### src/rtl/mips_mmio_pkg.sv
// rtl/mips_mmio_pkg.sv - register offsets, STATUS bit positions and FSM states for MMIO peripherals
package mips_mmio_pkg;

  localparam logic [1:0] UART_DATA_OFS   = 2'd0;
  localparam logic [1:0] UART_STATUS_OFS = 2'd1;
  localparam logic [1:0] UART_DIV_OFS    = 2'd2;

  localparam int UART_ST_BUSY    = 0;
  localparam int UART_ST_FULL    = 1;
  localparam int UART_ST_EMPTY   = 2;
  localparam int UART_ST_OVF     = 3;
  localparam int UART_ST_CNT_LSB = 4;
  localparam int UART_ST_CNT_MSB = 7;
  localparam int UART_ST_PAR     = 8;

  typedef enum logic [2:0] {
    IDLE,
    START,
    DATA,
    PARITY,
    STOP
  } uart_tx_state_t;

endpackage

### src/rtl/mmio_tx_fifo.sv
// rtl/mmio_tx_fifo.sv - byte-wide synchronous FIFO feeding the UART frame FSM
module mmio_tx_fifo #(
  parameter int DEPTH = 4,
  localparam int AW = $clog2(DEPTH),
  localparam int CW = AW + 1
) (
  input  logic          clk,
  input  logic          rst_n,
  input  logic          push,
  input  logic [7:0]    wdata,
  input  logic          pop,
  output logic [7:0]    rdata,
  output logic          full,
  output logic          empty,
  output logic [CW-1:0] count
);

  logic [7:0]    mem_q [DEPTH];
  logic [AW-1:0] wp_q, wp_d, rp_q, rp_d;
  logic [CW-1:0] cnt_q, cnt_d;

  always_comb begin
    wp_d  = wp_q;
    rp_d  = rp_q;
    cnt_d = cnt_q;
    if (push) wp_d = wp_q + 1'b1;
    if (pop)  rp_d = rp_q + 1'b1;
    case ({push, pop})
      2'b10:   cnt_d = cnt_q + 1'b1;
      2'b01:   cnt_d = cnt_q - 1'b1;
      default: cnt_d = cnt_q;
    endcase
  end

  always_ff @(posedge clk or negedge rst_n) begin
    if (!rst_n) begin
      wp_q  <= '0;
      rp_q  <= '0;
      cnt_q <= '0;
    end else begin
      wp_q  <= wp_d;
      rp_q  <= rp_d;
      cnt_q <= cnt_d;
    end
  end

  // Storage needs no reset: only slots between rp and wp are ever observed.
  always_ff @(posedge clk) begin
    if (push) mem_q[wp_q] <= wdata;
  end

  assign rdata = mem_q[rp_q];
  assign full  = (cnt_q == CW'(DEPTH));
  assign empty = (cnt_q == '0);
  assign count = cnt_q;

endmodule

### src/rtl/mmio_uart_tx.sv
// rtl/mmio_uart_tx.sv - MMIO UART transmitter on the MIPS data bus (8N1, LSB first)
// Optional even-parity bit between data and stop when MMIO_UART_TX_PARITY_EN is defined.
module mmio_uart_tx
  import mips_mmio_pkg::*;
#(
  parameter logic [31:0] BASE_ADDR   = 32'h0000_0100,
  parameter int          DEPTH       = 4,
  parameter logic [15:0] DEFAULT_DIV = 16'd433
) (
  input  logic        clk,
  input  logic        rst_n,
  input  logic        WE,
  input  logic [31:0] Address,
  input  logic [31:0] WriteData,
  output logic [31:0] ReadData,
  output logic        Sel,
  output logic        tx
);

  localparam int CW = $clog2(DEPTH) + 1;

  uart_tx_state_t state_q, state_d;
  logic [15:0] csr_div_q, csr_div_d, div_q, div_d, baud_q, baud_d;
  logic [2:0]  bit_q, bit_d;
  logic [7:0]  shift_q, shift_d;
  logic        ovf_q, ovf_d, tx_q, tx_d;
  logic        par_q, par_d;
  logic [1:0]  ofs;
  logic        wr, push_req, push_ok, tc, load;
  logic        fifo_pop, fifo_full, fifo_empty;
  logic [7:0]  fifo_rdata;
  logic [CW-1:0] fifo_count;
  logic [31:0] status;
  logic        unused_bits;

  assign Sel         = (Address[31:4] == BASE_ADDR[31:4]);
  assign ofs         = Address[3:2];
  assign wr          = WE && Sel;
  assign push_req    = wr && (ofs == UART_DATA_OFS);
  // A push into a full FIFO still lands when the FSM frees a slot on the same edge.
  assign push_ok     = push_req && (!fifo_full || fifo_pop);
  assign unused_bits = ^{Address[1:0], WriteData[31:16]};

  mmio_tx_fifo #(.DEPTH(DEPTH)) u_fifo (
    .clk   (clk),
    .rst_n (rst_n),
    .push  (push_ok),
    .wdata (WriteData[7:0]),
    .pop   (fifo_pop),
    .rdata (fifo_rdata),
    .full  (fifo_full),
    .empty (fifo_empty),
    .count (fifo_count)
  );

  always_comb begin
    csr_div_d = csr_div_q;
    ovf_d     = ovf_q;
    if (wr && ofs == UART_DIV_OFS) csr_div_d = WriteData[15:0];
    if (wr && ofs == UART_STATUS_OFS && WriteData[UART_ST_OVF]) ovf_d = 1'b0;
    if (push_req && fifo_full && !fifo_pop) ovf_d = 1'b1;
  end

  always_comb begin
    tc       = (baud_q == div_q);
    state_d  = state_q;
    div_d    = div_q;
    shift_d  = shift_q;
    bit_d    = bit_q;
    par_d    = par_q;
    fifo_pop = 1'b0;
    load     = 1'b0;
    baud_d   = (state_q == IDLE || tc) ? '0 : baud_q + 16'd1;
    case (state_q)
      IDLE:  load = !fifo_empty;
      START: if (tc) begin
        state_d = DATA;
        bit_d   = '0;
      end
      DATA: if (tc) begin
        shift_d = {1'b0, shift_q[7:1]};
        if (bit_q == 3'd7) begin
`ifdef MMIO_UART_TX_PARITY_EN
          state_d = PARITY;
`else
          state_d = STOP;
`endif
        end else begin
          bit_d = bit_q + 3'd1;
        end
      end
`ifdef MMIO_UART_TX_PARITY_EN
      PARITY: if (tc) state_d = STOP;
`endif
      STOP: if (tc) begin
        if (!fifo_empty) load = 1'b1;
        else state_d = IDLE;
      end
      default: state_d = IDLE;
    endcase
    // The divisor is sampled once per frame so mid-frame DIV writes only affect the next one.
    if (load) begin
      fifo_pop = 1'b1;
      shift_d  = fifo_rdata;
      par_d    = ^fifo_rdata;
      div_d    = csr_div_q;
      state_d  = START;
      baud_d   = '0;
      bit_d    = '0;
    end
    case (state_d)
      START:   tx_d = 1'b0;
      DATA:    tx_d = shift_d[0];
`ifdef MMIO_UART_TX_PARITY_EN
      PARITY:  tx_d = par_d;
`endif
      default: tx_d = 1'b1;
    endcase
  end

  always_ff @(posedge clk or negedge rst_n) begin
    if (!rst_n) begin
      state_q   <= IDLE;
      csr_div_q <= DEFAULT_DIV;
      div_q     <= DEFAULT_DIV;
      baud_q    <= '0;
      bit_q     <= '0;
      shift_q   <= '0;
      par_q     <= 1'b0;
      ovf_q     <= 1'b0;
      tx_q      <= 1'b1;
    end else begin
      state_q   <= state_d;
      csr_div_q <= csr_div_d;
      div_q     <= div_d;
      baud_q    <= baud_d;
      bit_q     <= bit_d;
      shift_q   <= shift_d;
      par_q     <= par_d;
      ovf_q     <= ovf_d;
      tx_q      <= tx_d;
    end
  end

  always_comb begin
    status                                  = '0;
    status[UART_ST_BUSY]                    = (state_q != IDLE);
    status[UART_ST_FULL]                    = fifo_full;
    status[UART_ST_EMPTY]                   = fifo_empty;
    status[UART_ST_OVF]                     = ovf_q;
    status[UART_ST_CNT_MSB:UART_ST_CNT_LSB] = 4'(fifo_count);
`ifdef MMIO_UART_TX_PARITY_EN
    status[UART_ST_PAR]                     = 1'b1;
`endif
  end

  always_comb begin
    ReadData = '0;
    if (Sel) begin
      case (ofs)
        UART_STATUS_OFS: ReadData = status;
        UART_DIV_OFS:    ReadData = {16'b0, csr_div_q};
        default:         ReadData = '0;
      endcase
    end
  end

  assign tx = tx_q;

endmodule

### config.mk
export PLATFORM = sky130hd
export DESIGN_NAME = mmio_uart_tx
export DESIGN_NICKNAME = d
export VERILOG_FILES = /design/src/rtl/mips_mmio_pkg.sv /design/src/rtl/mmio_tx_fifo.sv /design/src/rtl/mmio_uart_tx.sv
export SDC_FILE = /design/constraint.sdc
export NUM_CORES = 1
export LEC_CHECK = 0
export ABC_AREA = 0
export CAP_MARGIN = 15
export CORE_UTILIZATION = 45
export DETAILED_ROUTE_END_ITERATION = 10
export PLACE_DENSITY = 0.71
export REMOVE_ABC_BUFFERS = 1
export SKIP_LAST_GASP = 1
export SLEW_MARGIN = 5
export SYNTH_ARGS = -nofsm -noshare
export SYNTH_HDL_FRONTEND = slang
export SYNTH_SLANG_ARGS = --single-unit
export TNS_END_PERCENT = 20
### constraint.sdc
create_clock -name clk -period 8.26 [get_ports clk]
set_input_delay 0.826 -clock clk [delete_from_list [all_inputs] [get_ports clk]]
set_output_delay 0.826 -clock clk [all_outputs]
set_load 0.02 [all_outputs]
### Nets reached from selected ports, run 1

Bar = 20 um.
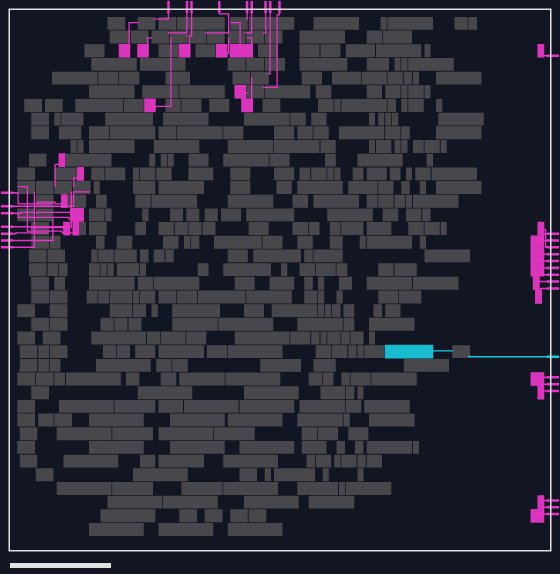
colour	port	bits	direction	end cells	buffers	wire
magenta	ReadData	32	output	32	16	313 um
cyan	tx	1	output	1	1	20.2 um
port bufs: 66
I/O pins: 101

### M3 wires, run 1

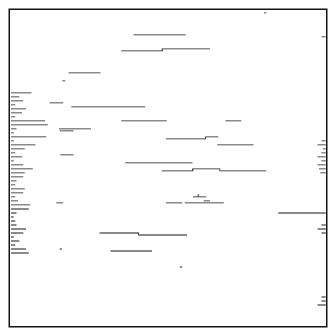
nets with wire on the layer	74
longest straight run	24.8 um
wire length on this layer	485 um
main direction	horizontal
met3 GRT Util: 0.0400
Post-Route WL: 9960 um

==> results.yml, run 1 <==
# generated from flow reports
floorplan:
  floorplan.core_util: 0.461
  rows: 38
  dieArea_mm2: 0.0115
  fp.dieH_um: 107
  die_w_um: 107
cts:
  cts_hold_buf: 0
  cts_buffers: 9
  clk_latency_ns: 0.37
  cts_tree: "built"
  htreeDepth: 3
synthesis:
  yosysChipArea_mm2: 0.00500
  yosys_cells: 395
  yosys.area.top_type: "dfrtp_1"
  ys_seq_frac: 0.551
  edf_count: 32
  ys_types: 55
  syn_area_per_cell_um2: 12.7
  area_leaders: "dfrtp_1, edfxtp_1, mux2_2, dfstp_2, xnor2_1"
worst_setup_path:
  regToRegEndpoint: "u_fifo.count[2]"
  cp-start-kind: "primary input"
  worstReg2RegStart: "div_q[8]"
  cp-startpoint: "Address[6]"
  cp.arrival_ns: 3.65
  endpoint_kind: "output port"
power:
  internal_power_uw: 702
  power_density_mw_per_mm2: 158
  power.leakage_nw: 2.40
  peakVddDrop_v: 0.0000727
  switching_share: 0.255
global_route:
  grt_use_total: 0.189
  antenna_found_initial: 0
  grt_max_degree: 72
  grt_pass1_wl_um: 16400
outcome:
  status: "complete, no violations"
layout:
  antenna_cells: 0
  areaGrowthSynthToFinish_pct: 18.9
final_timing:
  finClkSkew_ns: 0.0120
  finalHoldViolCount: 0
  fmax_mhz: 224
  drv_slew: 0
placed_design:
  hpwlAfterDp_um: 7220
route:
  routedWlPerCell_um: 16.3
  dr.pass1.iters: 4
### Signal wires on met2, run 1

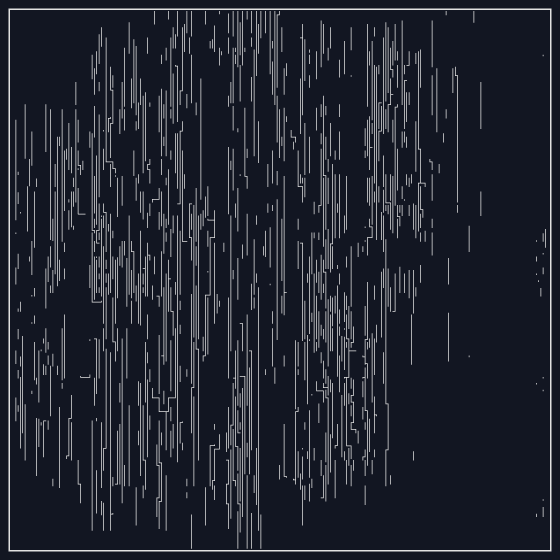
longest straight run	49.0 um
nets with wire on the layer	456
main direction	vertical
share of all routed wire	49%
wire length on this layer	4880 um
grt met2 use: 0.306
via count: 3249

### Metal 1, run 1

Bar = 20 um.
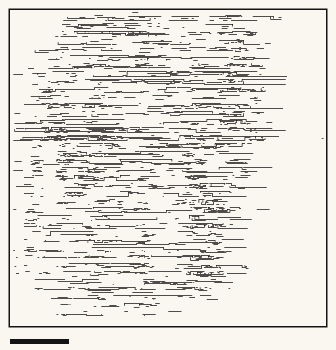
longest straight run	29.2 um
nets with wire on the layer	463
met1 usage: 0.248

[run 1: metrics by stage]
stage          cell area [um^2]  worst slack [ns]  std cells
5_1_grt                    5940              3.48        609
3_3_place_gp               5750              3.86        593
3_5_place_dp               5750              3.84        593
2_1_floorplan              4870              4.87        380
4_1_cts                    5940              3.81        609
6_report                   5940              3.79        609
[run 1: worst min-delay path by stage]
stage | cells past startpoint | slack [ns] | start | end
2_1_floorplan | 1 | 0.47 | baud_q[0] | baud_q[0]
3_3_place_gp | 2 | 0.49 | shift_q[5] | shift_q[4]
3_5_place_dp | 2 | 0.50 | shift_q[4] | shift_q[3]
4_1_cts | 2 | 0.53 | shift_q[4] | shift_q[3]
5_1_grt | 2 | 0.55 | shift_q[4] | shift_q[3]
6_report | 2 | 0.52 | shift_q[4] | shift_q[3]
[run 1: critical path: stages]
cell             delay, ns
clkdlybuf4s50_1       0.40
nor4b_1               0.32
nand4_1               0.25
nor2_1                0.69
nand2_1               0.32
nor2_1                0.21
clkdlybuf4s50_1       0.63
[run 1: area by class of cell]
| type | instances | area (um^2) |
|---|---|---|
| multi-input combinational | 256 | 2040 |
| tap | 140 | 175 |
| fill | 903 | 4900 |
| clock buffer | 9 | 124 |
| sequential | 103 | 2750 |
| timing repair buffer | 73 | 708 |
| clock inverter | 7 | 66.3 |
| inverter | 21 | 78.8 |
[run 1: layer usage]
layer	share of wire	GRT usage
met3	0.049	0.0400
met4	0.016	0.0724
met2	0.49	0.306
met1	0.45	0.248
met5	0	0
[run 1: flip-flops by register name, summed over array words and instances, names as in the netlist, 3 cells and up]
signal	flops
baud_q	16
u_fifo.mem_q	32
div_q	16
csr_div_q	16
state_q	3
shift_q	8
bit_q	3
u_fifo.count	3
[run 1: power by group through the flow]
| stage | Clock (mW) | Combinational [mW] | Sequential [mW] |
|---|---|---|---|
| finish | 0.309 | 0.0841 | 0.549 |
| floorplan | 0 | 0.0417 | 0.556 |
| CTS | 0.318 | 0.0859 | 0.549 |
| global route | 0.337 | 0.0948 | 0.550 |
| global placement | 0 | 0.0802 | 0.558 |
| detailed placement | 0 | 0.0862 | 0.559 |
[run 1: cell families (layout without fill, tap and decap cells)]
group,count (synthesis),in the layout,synth area share
AND-OR/OR-AND,36,36,0.0608
XOR/XNOR,35,35,0.0674
adder cells (fa/ha/maj),12,12,0.0315
buffers and inverters,51,110,0.0533
flip-flops,103,103,0.551
multiplexers,44,44,0.117
other,1,16,0.000750
AND/OR/NAND/NOR,113,113,0.119
[run 1: layout by cell type, fill, tap and decap left out, drive strengths merged, types with 2 or more instances in the layout]
master	Yosys	routed
a211o	2	2
a21oi	5	5
a22o	2	2
a22oi	6	6
a32oi	2	2
and3	12	12
and4	2	2
buf	24	8
clkbuf	6	9
clkdlybuf4s50	0	65
conb	1	16
dfrtp	60	60
dfstp	11	11
edfxtp	32	32
ha	11	11
inv	21	27
mux2	34	34
mux2i	2	2
mux4	8	8
nand2	14	14
nand2b	2	2
nand3	12	12
nand4	8	8
nor2	34	34
nor3	4	4
nor3b	5	5
nor4	9	9
o21ai	2	2
o221a	3	3
o221ai	4	4
or3	3	3
or3b	2	2
or4	2	2
xnor2	28	28
xor2	7	7
### Congestion heat map, run 1

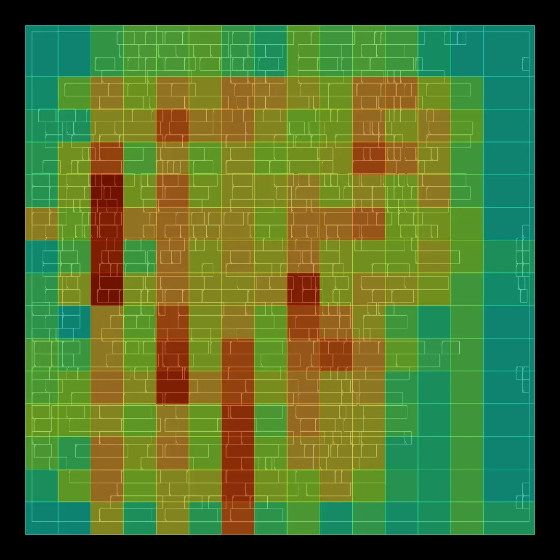

==> run 2, diff against run 1 <==
Clock period 8.26 ns to 4.3 ns, I/O delays scaled along.
### Congestion heat map, run 2

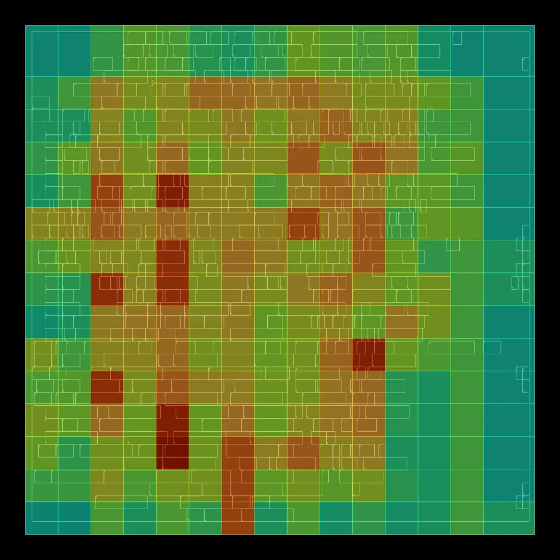
grt met2 use: 0.300
WL/cell: 16.0 um

==> run 2 against run 1 <==
Net effect: non-clock buffer count up 1; utilization about the same; largest power group unchanged; global-route usage down 0.62 points; critical endpoint is now u_fifo.count[2]; clock-buffer cell count unchanged; setup slack worse by 2.6 ns; register-to-register slack worse by 4.0 ns.
==> results.yml, run 2 <==
# generated from flow reports
outcome:
  status: "complete, no violations"
power:
  power_density_mw_per_mm2: 302
synthesis:
  yosys_cells: 395
  ys_seq_frac: 0.551
  yosys.area.top_type: "dfrtp_1"
cts:
  htreeDepth: 3
  cts_buffers: 9
  clk_latency_ns: 0.37
  cts_tree: "built"
  cts_hold_buf: 0
placed_design:
  pre_cts_slack_ns: 1.03
  placed_area_mm2: 0.00576
  dp.cells: 594
worst_setup_path:
  cpPeakStageDelay_ns: 0.68
  crit_chain: "xnor2_2 -> nand4_2 -> o41ai_2 -> a21oi_1 -> or2_2 -> ha_1 -> inv_1 -> fa_1 -> xor2_1 -> nor2_1 -> xor2_1"
  critPathMostFrequentCell: "xor2_1"
  cp-start-kind: "flop"
  endpoint_kind: "flop"
  slowest_stage: "o41ai_2"
floorplan:
  die_w_um: 107
  rows: 38
  pin_count: 101
layout:
  antenna_cells: 0
  final_common_cell: "clkdlybuf4s50_1"
  top_register: "u_fifo.mem_q"
global_route:
  grt_pass1_wl_um: 16000
  grt_max_degree: 46
final_timing:
  finClkSkew_ns: 0.0111
route:
  dr.pass1.iters: 6
  drt-total-wl_um: 9790
run 2: cell count changes in the layout (fill, tap and decap cells not counted):
cell        delta
clkinvlp_2     +1
inv_6          -1
buf_4          +1
run 2: worst max-delay path, delay by kind of cell, from the launching register on:
family | cells | cell delay [ns]
buffers and inverters | 1 | 0.07
adder cells (fa/ha/maj) | 2 | 0.39
AND/OR/NAND/NOR | 3 | 0.61
XOR/XNOR | 3 | 0.40
AND-OR/OR-AND | 2 | 0.99
flip-flops | 1 | 0.57
run 2: through the flow:
stage | hold WS, ns | util
final | 0.212 | 0.548
after global routing | 0.308 | 0.548
after CTS | 0.237 | 0.548
after detailed placement | 0.499 | 0.531
after global placement | 0.485 | 0.531
after floorplan | 0.134 | -
run 2: kinds of logic after synthesis:
logic type / Yosys count / synth area share
simple gates: 113 / 0.119
other cells: 1 / 0.000750
fa+ha+maj: 12 / 0.0315
compound gates: 36 / 0.0608
xor+xnor: 35 / 0.0674
mux: 44 / 0.117
flops: 103 / 0.551
buf+inv: 51 / 0.0533
run 2: final cells by class:
cell class,count,area [um^2],area share
tap,140,175,0.0295
inverter,21,78.8,0.0133
multi-input combinational,256,2040,0.343
sequential,103,2750,0.463
clock buffer,9,124,0.0208
clock inverter,7,62.6,0.0105
timing repair buffer,74,716,0.120
run 2: worst paths after layout:
path / depth (start not counted) / startpoint / to
min reg2reg: 1 / baud_q[0] / baud_q[0]
min: 1 / rst_n / baud_q[15]
max reg2reg: 11 / div_q[8] / u_fifo.count[2]
max in group asynchronous: 2 / rst_n / tx
max: 11 / div_q[8] / u_fifo.count[2]
min in group clk: 1 / baud_q[0] / baud_q[0]
run 2: per-layer routing:
layer  wire length (um)  track usage  share of wire
met1               4520        0.244           0.46
met2               4750        0.300           0.49
met3                366       0.0297          0.037
met4                158       0.0656          0.016
met5                  0            0              0
run 2: where the power goes:
part | switching, mW | internal [mW] | total (mW)
clock network | 0.355 | 0.224 | 0.580
registers | 0.0159 | 1.04 | 1.05
logic | 0.0805 | 0.0819 | 0.162
total | 0.452 | 1.34 | 1.80
Power figures rest on the tool's default switching activity, not on a simulated workload.
